Run 1, congestion heat map:
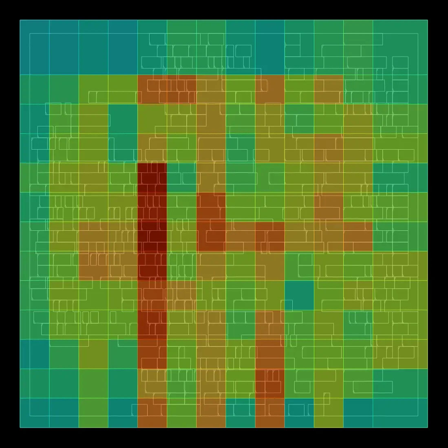
Run 1, register map, names as in the netlist:
The bar under the picture is 20 um long.
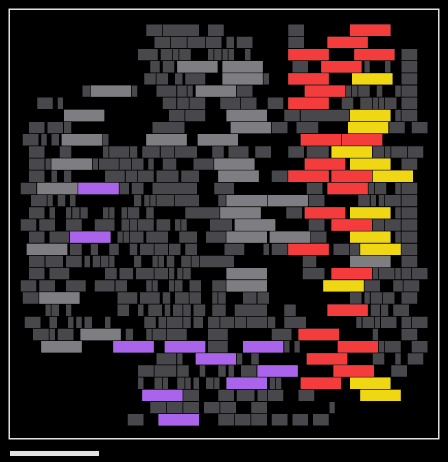
Run 1, cell classes on the final placement:
The bar under the picture is 20 um long. Fill, decap, tap and diode cells in grey.
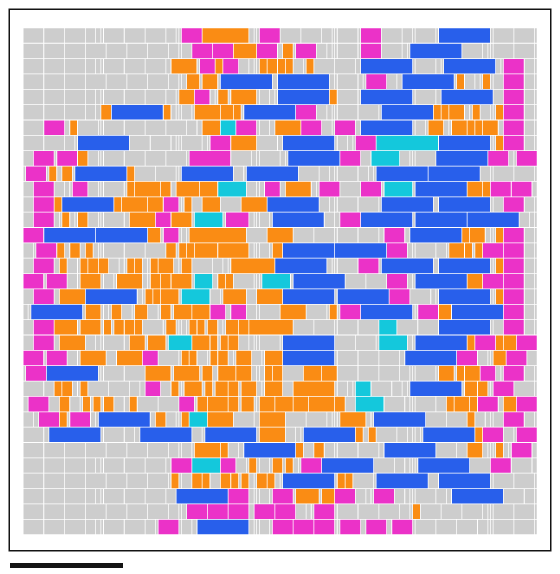
**config.mk**
```make
export PLATFORM = sky130hd
export DESIGN_NAME = palette_sprite_layer
export DESIGN_NICKNAME = d
export VERILOG_FILES = /design/src/rtl/palette_sprite_layer.sv
export SDC_FILE = /design/constraint.sdc
export NUM_CORES = 1
export LEC_CHECK = 0
export CAP_MARGIN = 20
export CORE_MARGIN = 2
export CORE_UTILIZATION = 40
export CTS_CLUSTER_DIAMETER = 40
export DETAILED_ROUTE_END_ITERATION = 10
export PLACE_DENSITY = 0.82
export SLEW_MARGIN = 5
export SYNTH_ARGS = -nofsm -noshare
export SYNTH_HDL_FRONTEND = slang
export SYNTH_SLANG_ARGS = --single-unit
```
**constraint.sdc**
```tcl
create_clock -name vga_clk -period 3.2 [get_ports vga_clk]
set_input_delay 0.64 -clock vga_clk [delete_from_list [all_inputs] [get_ports vga_clk]]
set_output_delay 0.64 -clock vga_clk [all_outputs]
set_load 0.01 [all_outputs]
```
**src/rtl/palette_sprite_layer.sv**
```systemverilog
// Palettized, integer-scaled, multi-frame sprite overlaid on a background pixel stream.
// Optional horizontal mirroring (sprite_flip input) is enabled by defining SPRITE_MIRROR_EN.
module palette_sprite_layer #(
    parameter int IMG_W           = 16,
    parameter int IMG_H           = 16,
    parameter int FRAMES          = 4,
    parameter int SCALE_LOG2      = 1,
    parameter int IDX_W           = 3,
    parameter int ROM_LAT         = 1,
    parameter int TRANSPARENT_IDX = 0,
    localparam int FR_W           = (FRAMES > 1) ? $clog2(FRAMES) : 1,
    localparam int ADDR_W         = $clog2(FRAMES * IMG_W * IMG_H)
) (
    input  logic              vga_clk,
    input  logic              reset,
    input  logic [9:0]        DrawX,
    input  logic [9:0]        DrawY,
    input  logic              blank,
    input  logic              frame_start,
    input  logic [9:0]        sprite_x,
    input  logic [9:0]        sprite_y,
    input  logic [FR_W-1:0]   sprite_frame,
    input  logic              sprite_en,
`ifdef SPRITE_MIRROR_EN
    input  logic              sprite_flip,
`endif
    output logic [ADDR_W-1:0] rom_address,
    input  logic [IDX_W-1:0]  rom_q,
    output logic [IDX_W-1:0]  pal_index,
    input  logic [3:0]        pal_red,
    input  logic [3:0]        pal_green,
    input  logic [3:0]        pal_blue,
    input  logic [3:0]        bg_red,
    input  logic [3:0]        bg_green,
    input  logic [3:0]        bg_blue,
    output logic [3:0]        red,
    output logic [3:0]        green,
    output logic [3:0]        blue,
    output logic              hit
);

    localparam int XW = $clog2(IMG_W);
    localparam int YW = $clog2(IMG_H);
    localparam logic [10:0] SPAN_X = 11'(IMG_W << SCALE_LOG2);
    localparam logic [10:0] SPAN_Y = 11'(IMG_H << SCALE_LOG2);
    localparam logic [IDX_W-1:0] TIDX = IDX_W'(TRANSPARENT_IDX);

    // Shadow copies of the sprite controls, only updated on frame_start
    logic [9:0]      r_sx;
    logic [9:0]      r_sy;
    logic [FR_W-1:0] r_sframe;
    logic            r_sen;
    logic            w_flip;

`ifdef SPRITE_MIRROR_EN
    logic            r_sflip;
    assign w_flip = r_sflip;
`else
    assign w_flip = 1'b0;
`endif

    always_ff @(posedge vga_clk or posedge reset) begin
        if (reset) begin
            r_sx     <= '0;
            r_sy     <= '0;
            r_sframe <= '0;
            r_sen    <= 1'b0;
`ifdef SPRITE_MIRROR_EN
            r_sflip  <= 1'b0;
`endif
        end else if (frame_start) begin
            r_sx     <= sprite_x;
            r_sy     <= sprite_y;
            r_sframe <= (32'(sprite_frame) < FRAMES) ? sprite_frame : '0;
            r_sen    <= sprite_en;
`ifdef SPRITE_MIRROR_EN
            r_sflip  <= sprite_flip;
`endif
        end
    end

    // Stage 0: signed offsets into the sprite box; bit 10 is the sign
    logic [10:0]       w_rel_x;
    logic [10:0]       w_rel_y;
    logic              w_inside;
    logic [XW-1:0]     w_tex_x;
    logic [YW-1:0]     w_tex_y;
    logic [ADDR_W-1:0] w_addr;

    assign w_rel_x  = {1'b0, DrawX} - {1'b0, r_sx};
    assign w_rel_y  = {1'b0, DrawY} - {1'b0, r_sy};
    assign w_inside = r_sen & blank
                    & ~w_rel_x[10] & (w_rel_x < SPAN_X)
                    & ~w_rel_y[10] & (w_rel_y < SPAN_Y);
    // IMG_W-1-t equals the bitwise inverse of t for a power-of-two width
    assign w_tex_x  = w_rel_x[SCALE_LOG2 +: XW] ^ {XW{w_flip}};
    assign w_tex_y  = w_rel_y[SCALE_LOG2 +: YW];
    assign w_addr   = (ADDR_W'(r_sframe) << (XW + YW))
                    | (ADDR_W'(w_tex_y) << XW)
                    | ADDR_W'(w_tex_x);

    // Address register plus delay line; index ROM_LAT lines up with rom_q
    logic [ADDR_W-1:0] r_rom_address;
    logic [ROM_LAT:0]  r_inside;
    logic [ROM_LAT:0]  r_blank;
    logic [11:0]       r_bg [0:ROM_LAT];

    always_ff @(posedge vga_clk or posedge reset) begin
        if (reset) begin
            r_rom_address <= '0;
            r_inside      <= '0;
            r_blank       <= '0;
            for (int i = 0; i <= ROM_LAT; i++) begin
                r_bg[i] <= '0;
            end
        end else begin
            r_rom_address <= w_inside ? w_addr : '0;
            r_inside      <= {r_inside[ROM_LAT-1:0], w_inside};
            r_blank       <= {r_blank[ROM_LAT-1:0], blank};
            r_bg[0]       <= {bg_red, bg_green, bg_blue};
            for (int i = 1; i <= ROM_LAT; i++) begin
                r_bg[i] <= r_bg[i-1];
            end
        end
    end

    assign rom_address = r_rom_address;

    logic w_in_a;
    logic w_blank_a;
    assign w_in_a    = r_inside[ROM_LAT];
    assign w_blank_a = r_blank[ROM_LAT];
    assign pal_index = w_in_a ? rom_q : TIDX;

    logic [11:0] r_rgb;
    logic        r_hit;

    always_ff @(posedge vga_clk or posedge reset) begin
        if (reset) begin
            r_rgb <= '0;
            r_hit <= 1'b0;
        end else if (!w_blank_a) begin
            r_rgb <= '0;
            r_hit <= 1'b0;
        end else if (w_in_a && (rom_q != TIDX)) begin
            r_rgb <= {pal_red, pal_green, pal_blue};
            r_hit <= 1'b1;
        end else begin
            r_rgb <= r_bg[ROM_LAT];
            r_hit <= 1'b0;
        end
    end

    assign red   = r_rgb[11:8];
    assign green = r_rgb[7:4];
    assign blue  = r_rgb[3:0];
    assign hit   = r_hit;

endmodule

```
==> impl_metrics.ini, run 1 <==
; generated from flow reports
[clock_tree]
cts_buffer_depth = 2
cts_tree = yes
post_cts_buffers = 0
cts_buffers = 9
h-tree-depth = 3
cts_sinks = 74
clk_latency_ns = 0.35
path_clk_slew_ns = 0.09
cts_resized = 0
cts_hold_buf = 0
cts_root_buf = clkbuf_8

[setup_path]
cpPeakStageDelay_ns = 0.40
cp_cell_sequence = clkdlybuf4s50_1, nand2b_1, fa_2, a21o_1, a221o_1, or3_4, a2111oi_4, o2111ai_2, buf_6, nor4_2
start_kind = input pin
timing.rr.start = r_sy[0]
crit_start = DrawY[0]
cp_data_required_time_ns = 3.45
crit_buf_inv = 2
cp-end-kind = flip-flop
path_class = input pin to flip-flop
r2r_cells = 9
crit_cells = 10
crit_fanout = 6
worstPathArrival_ns = 3.40
critPathSlowestCell = clkdlybuf4s50_1
cpLargestDelayFamily = AND-OR/OR-AND gates

[detailed_routing]
route.met3.wl_um = 475
vias = 2601
drcViolationCount = 0
dr.pass1.iters = 4
vias_per_cell = 4.88
dr_wl_met2_um = 3580
topRoutingLayerUsed = met4
drt_iter0_drc = 86
drt-met1-wl_um = 3170
drtAntennaViolNets = 0
routed_wl_um = 7330

[synth]
synth-xor-area-share_pct = 1.82
ys_sh_aoi_pct = 15.0
top_area_share_pct = 55.1
ys_seq_share_pct = 55.1
synth.cell_area_mm2 = 0.00336
yosysCellCount = 308
synth_cell_types = 46
flop_cell = dfrtp_1
synthCells = 308
ys_async_sr_fraction_pct = 100
top_cell = dfrtp_1
mux_share_pct = 1.94
common_cells = dfrtp_1, nand2_1, inv_1
synth_flops = 74
synthTopLogicFamily = AND-OR/OR-AND gates
ys_sh_adder_pct = 7.90
ys_sh_simple_pct = 13.4
ys_area_mm2 = 0.00336
area_leaders = dfrtp_1, ha_1, nand2_1
yosysTopAreaCell = dfrtp_1
edf_count = 0
avgSynthCellArea_um2 = 10.9
yosysWarnings = 0
synth_nets = 402

[global_route]
grt_usage_pct = 17.0
grt_pass1_wl_um = 11900
overflow = 0
grt_pass1_vias = 2609
grt_max_degree = 47
antenna_found_initial = 0

[pwr]
switching_share_pct = 28.9
p_comb_uw = 482
finalPower_uw = 2240
p_clk_share_pct = 33.8
top_power_group = registers
power_clock_uw = 757
switchingPower_uw = 646
power_frac_seq_pct = 44.6
p_leak_uw = 0.00215
comb_power_share_pct = 21.5
max-vdd-ir-drop_mv = 0.263
power_density_mw_per_mm2 = 465
p_int_uw = 1590
p_seq_uw = 1000

[cells_and_area]
mi_logic_area_mm2 = 0.00138
diodes = 0
reg_top3 = r_bg: 24 flops, r_rgb: 12 flops
final_nets = 517
largest_reg_flops = 24
area_growth_pct = 43.2
largest_register = r_bg
layout.area.seq_mm2 = 0.00185
design_area_mm2 = 0.00481
fin_cells = 533
fillers = 699
lay_top_count = clkdlybuf4s50_1
drive_gt1_share_pct = 12.6
layout_top_cells = clkdlybuf4s50_1, dfrtp_1, nand2_1

[timing]
finalSetupViolCount = 0
relSlewSlack_pct = 55.8
finalClockPeriodUsage_pct = 98.6
whs_ns = 0.348
tightest_slew_ns = 0.655
hold_viol = 0
slew_violations = 0
fin_skew_ns = 0.0107
finalCriticalPeriod_ns = 3.15
rsz0062_at_grt = yes
fmax_mhz = 317
setup_tns_ns = 0
timing.final.ws_setup_ns = 0.0461

[flow_run]
warnings = 27
drv_cap = 0

[die]
dieHeight_um = 95.6
die-area_mm2 = 0.00915
core_mm2 = 0.00818
die_w_um = 95.6
num_rows = 33
pin_count = 100
fp_util_pct = 41.1

[worst_hold_path]
hold_path.class = flip-flop to flip-flop
hold_start = r_bg[20]
holdPathStages = 0

[placement]
post-place-ws_ns = -0.352
placed_cell_area_mm2 = 0.00456
dpl.hpwl_um = 5720
io_buffers = 99
place_congestion = 0.825
dp_cells = 516

[status]
outcome = completed
Back to the opening pictures, 'congestion heat map':
GR Util met1: 21.0%
GR peak layer: met2
fin util: 58.8%
routed length per instance: 13.8 um
GRT met2 Usage: 29.1%

Back to the opening pictures, 'register map, names as in the netlist':
Key: yellow = `r_rgb` [flops 12]; purple = `r_sx` [flops 10]; red = `r_bg` [flops 24]
Another 28 sequential cells are not coloured.

Back to the opening pictures, 'cell classes on the final placement':
Key: orange = all other logic [cells 222, share of their area 32%]; cyan = clock drivers and dummy loads [cells 16, share of their area 4.4%]; magenta = other buffers and delay cells [cells 116, share of their area 24%]; blue = flip-flops [cells 74, share of their area 40%]

-- run 1: worst paths after layout --
check                                 end  slack [ns]
setup / recovery           rom_address[1]        0.05
hold / removal                    r_bg[8]        0.35
setup reg to reg           rom_address[1]        0.46
hold reg to reg                   r_bg[8]        0.35
max in group asynchronous         r_bg[5]        1.84
min in group asynchronous       r_rgb[11]        0.70
-- run 1: metal layers --
metal,vias up,global-route usage (%)
li1,1274,-
met4,0,6.43
met2,97,29.1
met5,-,0
met1,1218,21.0
met3,12,3.64
-- run 1: final cells by class --
cell class | count | area share [%]
flip-flops and latches | 74 | 38.5
multi-input cells | 193 | 28.6
repair buffers | 116 | 23.6
well taps | 105 | 2.73
clock buffers | 9 | 2.57
inverters | 29 | 2.26
clock inverters | 7 | 1.72
Run 1, wiring by layer:
The bar under the picture is 20 um long. Two of the layers only.
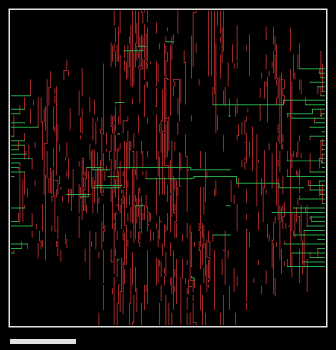

==> run 2, diff against run 1 <==
--- a/config.mk
+++ b/config.mk
@@ -7,10 +7,10 @@
 export LEC_CHECK = 0
 export CAP_MARGIN = 20
 export CORE_MARGIN = 2
-export CORE_UTILIZATION = 40
+export CORE_UTILIZATION = 47
 export CTS_CLUSTER_DIAMETER = 40
 export DETAILED_ROUTE_END_ITERATION = 10
-export PLACE_DENSITY = 0.82
+export PLACE_DENSITY = 0.92
 export SLEW_MARGIN = 5
 export SYNTH_ARGS = -nofsm -noshare
 export SYNTH_HDL_FRONTEND = slang
Run 2, wiring by layer:
The bar under the picture is 20 um long. Two of the layers only.
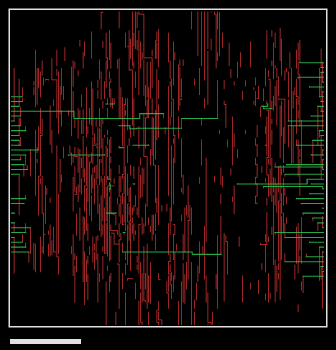
Key: green = met3 [wire length 435 um]; red = met2 [wire length 3,740 um]
routed length per instance: 14.0 um
via count: 2,638
all-layer global routing usage: 19.5%
aggregate routed wire length: 7380 um

==> run 2 against run 1 <==
Net effect: area after synthesis stayed put; synthesized cell count stayed put; register-to-register slack worse by 0.16 ns; clock power is 5.5% higher; highest routed layer unchanged; worst hold slack better by 0.0043 ns; final area is 1.1% higher.
==> impl_metrics.ini, run 2 <==
; generated from flow reports
[status]
outcome = completed

[synth]
top_cell = dfrtp_1
ys_area_mm2 = 0.00336
ys_async_sr_fraction_pct = 100
yosysTopAreaCell = dfrtp_1
flop_cell = dfrtp_1
yosysCellCount = 308
common_cells = dfrtp_1, nand2_1, inv_1
yosysWarnings = 0
synth_cell_types = 46
synth_flops = 74
edf_count = 0
synthCells = 308
ys_seq_share_pct = 55.1
synth.cell_area_mm2 = 0.00336
avgSynthCellArea_um2 = 10.9
area_leaders = dfrtp_1, ha_1, nand2_1
synth_nets = 402

[setup_path]
worstPathArrival_ns = 3.37
endpoint = rom_address[7]
r2r_cells = 9
r2r_end = rom_address[7]
r2r_slack_ns = 0.30
crit_fanout = 6
cp-end-kind = flip-flop
start_kind = input pin
crit_start = DrawY[4]
cp_data_required_time_ns = 3.43
timing.rr.start = r_sy[0]
path_class = input pin to flip-flop

[placement]
place_congestion = 0.891
dpl.hpwl_um = 5670
dp_cells = 508
post-place-ws_ns = -0.362

[cells_and_area]
mi_logic_area_mm2 = 0.00140
inverters = 29
comb.multi_input.count = 193
reg_top3 = r_bg: 24 flops, r_rgb: 12 flops
buf_share_pct = 23.8
clkbuf_count = 9
final-clk-cell-share_pct = 4.66
area_growth_pct = 44.7
layout.area.seq_mm2 = 0.00185
fin_cells = 528
fillers = 526
final_nets = 521
final_core_util_pct = 70.8
buffers = 120
largest_reg_flops = 24
drive_gt1_share_pct = 13.4
layout_top_cells = clkdlybuf4s50_1, dfrtp_1, nand2_1
seq_area_share_pct = 38.1
diodes = 0
largest_register = r_bg
lay_top_count = clkdlybuf4s50_1
flops = 74
sh_comb_area_pct = 28.7

[global_route]
grt_pass1_wl_um = 11700
grt.met3_usage_pct = 3.45
use_met2_pct = 36.2
overflow = 0
antenna_found_initial = 0
grt_max_degree = 41
top_usage_layer = met2
grt_pass1_vias = 2709
grtUsageMet1_pct = 22.4

[pwr]
p_leak_uw = 0.00221
p_int_uw = 1670
switchingPower_uw = 624
comb_power_share_pct = 21.6
power_frac_seq_pct = 43.6
p_clk_share_pct = 34.8
power_clock_uw = 799
max-vdd-ir-drop_mv = 0.271
switching_share_pct = 27.2
power_density_mw_per_mm2 = 472
p_seq_uw = 1000
top_power_group = registers
p_comb_uw = 496

[timing]
timing.final.ws_setup_ns = 0.0590
whs_ns = 0.352
finalClockPeriodUsage_pct = 98.2
hold_viol = 0
fin_skew_ns = 0.00851
tightest_slew_ns = 0.894
setup_tns_ns = 0
fmax_mhz = 318
relSlewSlack_pct = 40.2
slew_violations = 0
finalSetupViolCount = 0

[die]
tap_cells = 96
die_w_um = 88.5
pin_count = 100
dieHeight_um = 88.5
fp_util_pct = 48.9
die-area_mm2 = 0.00784
core_mm2 = 0.00687
num_rows = 30

[clock_tree]
cts_tree = yes
cts_buffer_depth = 2
cts_hold_buf = 0
h-tree-depth = 3
path_clk_slew_ns = 0.08
cts_resized = 1
clk_latency_ns = 0.33
post_cts_buffers = 0
cts_sinks = 74
cts_buffers = 9
cts_root_buf = clkbuf_8

[detailed_routing]
drt-met1-wl_um = 3090
topRoutingLayerUsed = met4
vias_per_cell = 5.00
dr_wl_met2_um = 3740
dr.pass1.iters = 4
drtAntennaViolNets = 0
route.met3.wl_um = 435

[worst_hold_path]
hold_path.class = flip-flop to flip-flop
holdPathStages = 0
hold_start = r_bg[14]
hold_end = r_bg[2]

[flow_run]
drv_cap = 0
warnings = 26
[run 2: worst max-delay path, cell delays in order]
cell	delay (ns)
clkdlybuf4s50_1	0.41
ha_1	0.31
a21o_1	0.20
a221o_1	0.36
or3_4	0.40
a2111oi_4	0.37
o2111ai_2	0.19
buf_6	0.19
nor4_2	0.30
[run 2: logic make-up after synthesis]
kind of cell    share of synthesized area (%)
xor+xnor                                 1.82
fa+ha+maj                                7.90
mux                                      1.94
simple gates                             13.4
buf+inv                                  4.84
compound gates                           15.0
flops                                    55.1
[run 2: metrics by stage]
stage,total power [uW],instance area [um2]
after floorplan,1290,3360
after detailed placement,1490,4540
after global placement,1470,4540
after global routing,2420,4860
after CTS,2300,4780
final,2300,4860
Run 2, register map, names as in the netlist:
The bar under the picture is 20 um long.
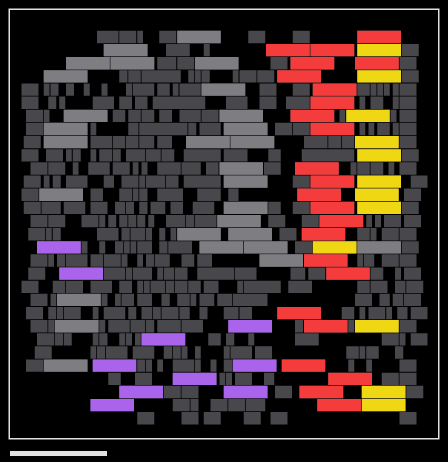

==> run 3, diff against run 2 <==
--- a/config.mk
+++ b/config.mk
@@ -6,7 +6,8 @@
 export NUM_CORES = 1
 export LEC_CHECK = 0
 export CAP_MARGIN = 20
-export CORE_MARGIN = 2
+export CORE_ASPECT_RATIO = 0.7
+export CORE_MARGIN = 4
 export CORE_UTILIZATION = 47
 export CTS_CLUSTER_DIAMETER = 40
 export DETAILED_ROUTE_END_ITERATION = 10
Run 3, register map, names as in the netlist:
The bar under the picture is 20 um long.
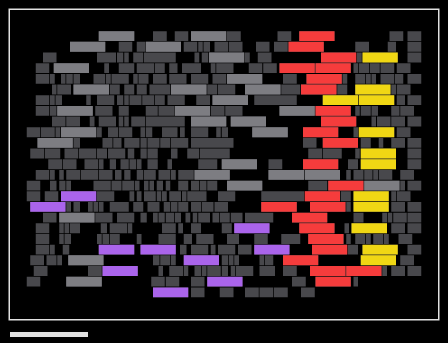
P_seq: 1000 uW
flop share of the area: 38.5%
fin util: 70.2%
FF+latch area: 0.00185 mm2

==> run 3 against run 2 <==
Net effect: global-route usage shrank 0.96 points; die area rose by 9.5%; wire length rose by 4.5%; final cell count down 1.3%; first-iteration DRC count grew 35%; power grew 2.4%; worst hold slack worse by 0.0033 ns; sequential power is essentially flat; area after synthesis unchanged; non-clock buffer count is 4 lower; critical endpoint unchanged; largest cell class unchanged.
==> impl_metrics.ini, run 3 <==
; generated from flow reports
[status]
outcome = completed

[cells_and_area]
reg_top3 = r_bg: 24 flops, r_rgb: 12 flops
fin_cells = 521
layout_top_cells = clkdlybuf4s50_1, dfrtp_1, nand2_1
fillers = 491
drive_gt1_share_pct = 12.4
design_area_mm2 = 0.00481
area_growth_pct = 43.1
area_dominant_class = sequential cells
sh_comb_area_pct = 28.5
final-clk-cell-share_pct = 4.97
flops = 74
buf_share_pct = 23.3
diodes = 0
mi_logic_area_mm2 = 0.00137
largest_reg_flops = 24
buffers = 116

[clock_tree]
clk_latency_ns = 0.35
path_clk_slew_ns = 0.08
cts_hold_buf = 0
cts_tree = yes
post_cts_buffers = 0
cts_root_buf = clkbuf_8
cts_buffer_depth = 2
cts_buffers = 9
h-tree-depth = 3
cts_resized = 0

[die]
die_w_um = 109
pin_count = 100
die-area_mm2 = 0.00859
num_rows = 25
dieHeight_um = 78.7
tap_cells = 94
core_mm2 = 0.00685

[setup_path]
cp_cell_sequence = clkdlybuf4s50_1, nand2b_1, fa_2, a21o_1, a221o_1, or3_4, a2111oi_4, o2111ai_2, buf_4, nor4_2
r2r_slack_ns = 0.47
crit_start = DrawY[0]
cp-end-kind = flip-flop
cp_data_required_time_ns = 3.46
crit_fanout = 5
r2r_end = rom_address[7]
worstPathArrival_ns = 3.38
endpoint = rom_address[7]
timing.rr.start = r_sy[1]
crit_buf_inv = 2
path_class = input pin to flip-flop
r2r_cells = 9
cpPeakStageDelay_ns = 0.39
start_kind = input pin
cpLargestDelayFamily = AND-OR/OR-AND gates

[pwr]
power_density_mw_per_mm2 = 489
max-vdd-ir-drop_mv = 0.266
p_comb_uw = 484
top_power_group = registers
finalPower_uw = 2350
switchingPower_uw = 615
p_leak_uw = 0.00216
p_int_uw = 1740
switching_share_pct = 26.1
comb_power_share_pct = 20.6
power_frac_seq_pct = 42.6
power_clock_uw = 866
p_clk_share_pct = 36.8

[worst_hold_path]
hold_start = r_bg[23]
hold_end = r_bg[11]

[timing]
finalCriticalPeriod_ns = 3.13
hold_viol = 0
fin_skew_ns = 0.00702
finalSetupViolCount = 0
fmax_mhz = 320
finalClockPeriodUsage_pct = 97.8
whs_ns = 0.349
timing.final.ws_setup_ns = 0.0713
setup_tns_ns = 0
tightest_slew_ns = 0.921
slew_violations = 0
relSlewSlack_pct = 38.6

[placement]
post-place-ws_ns = -0.367
placed_cell_area_mm2 = 0.00453
dpl.hpwl_um = 5780
place_congestion = 0.878
io_buffers = 99

[synth]
synth_flops = 74
yosysCellCount = 308
synthTopLogicFamily = AND-OR/OR-AND gates
ys_async_sr_fraction_pct = 100
yosysTopAreaCell = dfrtp_1
area_leaders = dfrtp_1, ha_1, nand2_1
mux_share_pct = 1.94
synthCells = 308
ys_area_mm2 = 0.00336
ys_seq_share_pct = 55.1
common_cells = dfrtp_1, nand2_1, inv_1
ys_sh_adder_pct = 7.90
top_area_share_pct = 55.1
edf_count = 0
synth-xor-area-share_pct = 1.82
top_cell = dfrtp_1
avgSynthCellArea_um2 = 10.9
ys_sh_simple_pct = 13.4

[detailed_routing]
dr_wl_met2_um = 3750
drt_iter0_drc = 126
topRoutingLayerUsed = met4
drcViolationCount = 0
route.met3.wl_um = 555
drt-met1-wl_um = 3280
drtAntennaViolNets = 0
vias_per_cell = 4.98
dr.pass1.iters = 4

[global_route]
grt_max_degree = 75
antenna_found_initial = 0
grt_pass1_wl_um = 12300
grt_usage_pct = 18.5
grt_pass1_vias = 2655
overflow = 0

[flow_run]
drv_cap = 0
warnings = 27
-- run 3: cell count changes in the layout (fill, tap and decap cells not counted), sizes merged --
| cell | delta |
|---|---|
| buf | -4 |
| bufinv | +1 |
| clkdlybuf4s50 | +2 |
| clkinv | -3 |
| clkinvlp | +1 |
| dlymetal6s2s | -2 |
-- run 3: kinds of logic after synthesis --
| logic type | Yosys count |
|---|---|
| xor gates and xnor gates | 7 |
| DFF | 74 |
| and+or+nand+nor | 86 |
| buffers and inverters | 41 |
| muxes | 6 |
| AOI/OAI and AO/OA | 74 |
| adders and majority gates | 20 |
-- run 3: metal layers --
| metal | global-route usage [%] | vias up |
|---|---|---|
| li1 | - | 1273 |
| met1 | 22.3 | 1204 |
| met2 | 32.4 | 104 |
| met3 | 5.61 | 15 |
| met4 | 4.54 | 0 |
| met5 | 0 | - |

==> layout pictures side by side <==
Local utilization.
panel A
The die is cut into 11 by 8 equal tiles; black is low, pale yellow is high, 0 to 100% covered.
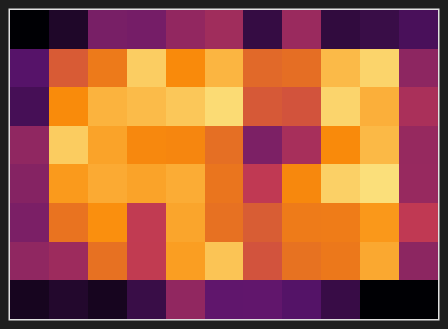
panel B
The die is cut into 9 by 9 equal tiles; black is low, pale yellow is high, 0 to 100% covered.
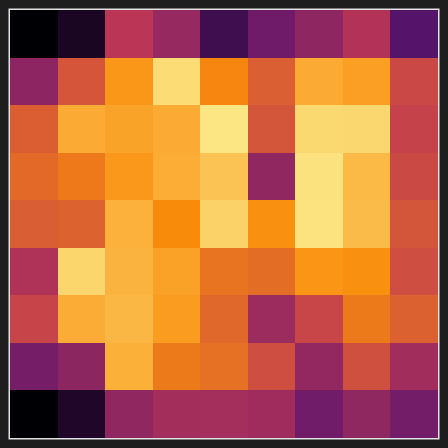
panel C
The die is cut into 10 by 10 equal tiles; black is low, pale yellow is high, 0 to 100% covered.
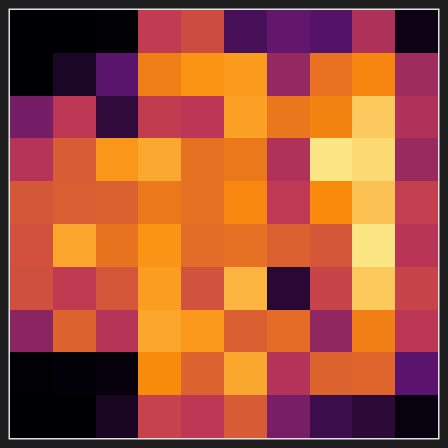
The one with the lowest utilization is panel C.
panel A -> run 3
panel C -> run 1
panel B -> run 2

Key to panel B:
36% of the tiles are over 75% full. The mean over all tiles is 61%. 2.5% of the tiles are nearly empty. The fullest tile reaches 95%.

Power and IR drop assume default switching activity.
